File: config.mk
export PLATFORM = sky130hd
export DESIGN_NAME = mem_port_arbiter
export DESIGN_NICKNAME = d
export VERILOG_FILES = /design/src/rtl/mem_port_arbiter.sv
export SDC_FILE = /design/constraint.sdc
export NUM_CORES = 1
export LEC_CHECK = 0
export ABC_AREA = 1
export CAP_MARGIN = 5
export CORE_ASPECT_RATIO = 0.9
export CORE_MARGIN = 2
export CORE_UTILIZATION = 40
export CTS_BUF_LIST = sky130_fd_sc_hd__clkbuf_16
export DETAILED_ROUTE_END_ITERATION = 8
export DONT_BUFFER_PORTS = 1
export PLACE_DENSITY = 0.53
export SLEW_MARGIN = 20
export SYNTH_ARGS = -nofsm -noshare
export SYNTH_HDL_FRONTEND = slang
export SYNTH_SLANG_ARGS = --single-unit
File: constraint.sdc
create_clock -name CLK -period 3.11 [get_ports CLK]
set_input_delay 0.622 -clock CLK [delete_from_list [all_inputs] [get_ports CLK]]
set_output_delay 0.622 -clock CLK [all_outputs]
set_load 0.1 [all_outputs]
File: src/rtl/mem_port_arbiter.sv
// N-port round-robin arbiter that serialises cache read/write requests onto one shared backing memory.
// Define MEM_ARB_FIXED_PRIO_EN to switch to fixed priority (lowest index wins, no rotating pointer).
module mem_port_arbiter #(
  parameter int N_PORTS = 2,
  parameter int ADDR_W  = 6,
  parameter int DATA_W  = 32
) (
  input  logic                        CLK,
  input  logic                        RESET,
  input  logic [N_PORTS-1:0]          req_read,
  input  logic [N_PORTS-1:0]          req_write,
  input  logic [N_PORTS*ADDR_W-1:0]   req_address,
  input  logic [N_PORTS*DATA_W-1:0]   req_writedata,
  output logic [DATA_W-1:0]           req_readdata,
  output logic [N_PORTS-1:0]          req_busywait,
  output logic                        mem_read,
  output logic                        mem_write,
  output logic [ADDR_W-1:0]           mem_address,
  output logic [DATA_W-1:0]           mem_writedata,
  input  logic [DATA_W-1:0]           mem_readdata,
  input  logic                        mem_busywait
);

  localparam int GW = (N_PORTS > 1) ? $clog2(N_PORTS) : 1;

  typedef enum logic [1:0] {IDLE, ACCESS, DONE} state_t;

  state_t              state_q, state_d;
  logic [GW-1:0]       grant_q, grant_d;
  logic                op_wr_q, op_wr_d;
  logic [ADDR_W-1:0]   addr_q, addr_d;
  logic [DATA_W-1:0]   wdata_q, wdata_d;
  logic [DATA_W-1:0]   rdata_q, rdata_d;
  logic [N_PORTS-1:0]  req_any;
  logic [GW-1:0]       base;
  logic [GW-1:0]       sel;
  logic [GW-1:0]       idx;
  logic [GW:0]         sum;
  logic                found;

  assign req_any = req_read | req_write;

`ifdef MEM_ARB_FIXED_PRIO_EN
  assign base = '0;
`else
  logic [GW-1:0] ptr_q, ptr_d;

  // Pointer moves past the port just served so it becomes lowest priority next time.
  always_comb begin
    ptr_d = ptr_q;
    if (state_q == DONE) begin
      ptr_d = (grant_q == GW'(N_PORTS - 1)) ? '0 : grant_q + GW'(1);
    end
  end

  always_ff @(posedge CLK or posedge RESET) begin
    if (RESET) ptr_q <= '0;
    else       ptr_q <= ptr_d;
  end

  assign base = ptr_q;
`endif

  always_comb begin
    sel   = '0;
    found = 1'b0;
    idx   = '0;
    sum   = '0;
    for (int k = 0; k < N_PORTS; k++) begin
      sum = {1'b0, base} + (GW+1)'(k);
      if (sum >= (GW+1)'(N_PORTS)) sum = sum - (GW+1)'(N_PORTS);
      idx = sum[GW-1:0];
      if (!found && req_any[idx]) begin
        found = 1'b1;
        sel   = idx;
      end
    end
  end

  always_comb begin
    state_d = state_q;
    grant_d = grant_q;
    op_wr_d = op_wr_q;
    addr_d  = addr_q;
    wdata_d = wdata_q;
    rdata_d = rdata_q;
    case (state_q)
      IDLE: begin
        if (found) begin
          state_d = ACCESS;
          grant_d = sel;
          op_wr_d = req_write[sel];
          addr_d  = req_address[sel*ADDR_W +: ADDR_W];
          wdata_d = req_writedata[sel*DATA_W +: DATA_W];
        end
      end
      ACCESS: begin
        if (!mem_busywait) begin
          if (!op_wr_q) rdata_d = mem_readdata;
          state_d = DONE;
        end
      end
      DONE:    state_d = IDLE;
      default: state_d = IDLE;
    endcase
  end

  always_ff @(posedge CLK or posedge RESET) begin
    if (RESET) begin
      state_q <= IDLE;
      grant_q <= '0;
      op_wr_q <= 1'b0;
      addr_q  <= '0;
      wdata_q <= '0;
      rdata_q <= '0;
    end else begin
      state_q <= state_d;
      grant_q <= grant_d;
      op_wr_q <= op_wr_d;
      addr_q  <= addr_d;
      wdata_q <= wdata_d;
      rdata_q <= rdata_d;
    end
  end

  // Strobes decode from state so an asynchronous reset drops them immediately.
  assign mem_read      = (state_q == ACCESS) & ~op_wr_q;
  assign mem_write     = (state_q == ACCESS) &  op_wr_q;
  assign mem_address   = addr_q;
  assign mem_writedata = wdata_q;
  assign req_readdata  = rdata_q;

  always_comb begin
    req_busywait = '0;
    for (int i = 0; i < N_PORTS; i++) begin
      req_busywait[i] = req_any[i] & ~((state_q == DONE) && (grant_q == GW'(i)));
    end
  end

endmodule
==> GITHUB_STEP_SUMMARY <==
### Flow metrics

| Metric | Value |
|---|---|
| Arrival time worst endpoint | `approximately 1.6 ns` |
| Outcome | `finished, final reports clean` |
| Top logic family | `simple AND/OR/NAND/NOR gates` |
| Critical R2R Launch | `state_q[0]` |
| Vias in the first global route | `between 2,000 and 3,000` |
| Vias | `3,035` |
| Setup total negative slack | `0 ns` |
| Post-synth EDFFs | `0` |
| MUX area fraction | `0` |
| RSZ-0062 raised after global routing | `false` |
| Cell Area, Synth | `roughly 0.0039 sq mm` |
| Max-area cell share | `0.482` |
| I/O Pins | `between 150 and 200` |
| Die span in y | `slightly below 100 um` |
| Final setup vio count | `0` |
| Sequential fraction of the synthesis area | `0.482` |
| First-pass DRT Iterations | `4` |
| Simple Share, Synth | `0.374` |
| CTS HTree Levels | `3` |
| CP most frequent cell | `nand2_1` |
metal layers:
layer | vias up | wire length, um | GRT usage
li1 | 1512 | - | -
met1 | 1394 | 3970 | 0.231
met2 | 121 | 4630 | 0.294
met3 | 8 | 771 | 0.0610
met4 | 0 | 99 | 0.0513
met5 | - | 0 | 0
sequential cells by signal, indices dropped and copies added (netlist names):
name	count
mem_writedata	32
grant_q	1
mem_address	6
base	1
op_wr_q	1
req_readdata	32
state_q	2
how the worst max path moves through the flow:
stage / cells after the start / slack (ns) / end
floorplan: 3 / 0.48 / mem_write
global placement: 6 / 1.04 / mem_writedata[31]
detailed placement: 6 / 1.01 / mem_writedata[5]
CTS: 6 / 0.84 / req_busywait[0]
global route: 6 / 0.78 / req_busywait[0]
finish: 6 / 0.86 / req_busywait[0]
cell families (layout without fill, tap and decap cells):
| kind of cell | Yosys count | after routing |
|---|---|---|
| AND-OR/OR-AND | 4 | 4 |
| buffers and inverters | 118 | 113 |
| AND/OR/NAND/NOR | 312 | 312 |
| flip-flops | 75 | 75 |
placed cells by master, fill, tap and decap left out:
cell / instances
a21oi_1: 2
buf_4: 8
bufinv_16: 3
clkbuf_16: 9
clkinv_1: 1
clkinv_2: 1
clkinv_4: 1
clkinvlp_4: 2
dfrtp_1: 75
inv_1: 84
inv_2: 4
nand2_1: 186
nand2_2: 5
nand2_4: 1
nand3_1: 88
nand3_2: 20
nor2_1: 5
nor2_2: 5
nor2_4: 1
nor2_8: 1
o21ai_0: 2
stage by stage:
stage          worst slack (ns)
2_1_floorplan             0.482
3_3_place_gp               1.04
3_5_place_dp               1.01
4_1_cts                   0.843
5_1_grt                   0.784
6_report                  0.859
cell type report:
class | instances | area (sq um) | share of cell area
Sequential cell | 75 | 1880 | 0.441
Timing Repair Buffer | 8 | 60.1 | 0.0141
Tap cell | 126 | 158 | 0.0370
Clock buffer | 9 | 225 | 0.0529
Clock inverter | 7 | 118 | 0.0276
Inverter | 89 | 335 | 0.0788
Multi-Input combinational cell | 316 | 1480 | 0.348
==> images/io_fan.png <==
(3 px per um)
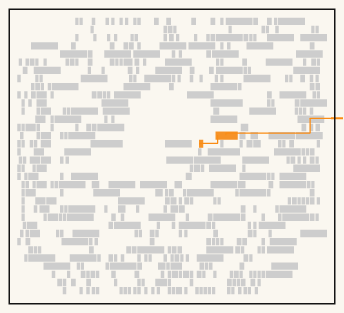
[orange] `mem_busywait` | bits: 1 | direction: input | edge: right | end cells: 2 | buffers: 0 | wire: 50.3 um

==> images/logic_types.png <==
(4 px per um)
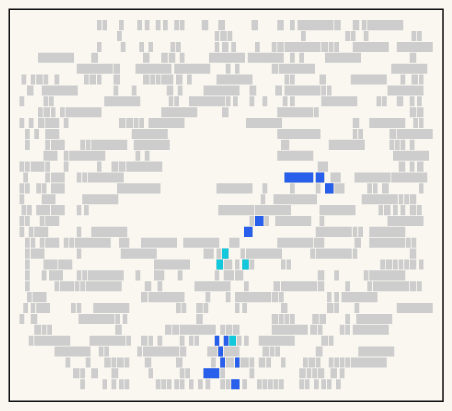
[cyan] aoi and oai cells | cells: 4
[blue] nor cells | cells: 12

==> images/cell_density.png <==
(2 px per um) 11 x 10 tiles, from dark purple (low) to yellow (high), 0 to 100% covered.
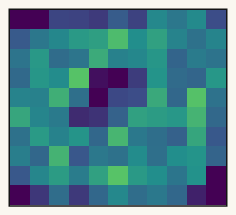
mean over tiles: 39%
fullest tile: 72%
nearly empty tiles: 6.4%

==> images/flops_by_reg.png <==
(3 px per um) Other sequential cells in the stronger gray, the rest of the logic in the fainter gray.
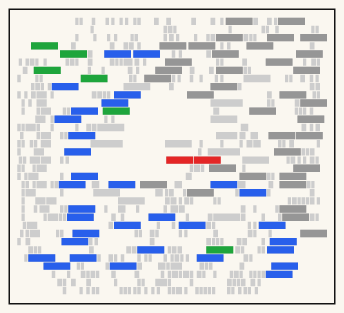
[green] `mem_address` | sequential cells: 6
[red] `state_q` | sequential cells: 2
[blue] `mem_writedata` | sequential cells: 32

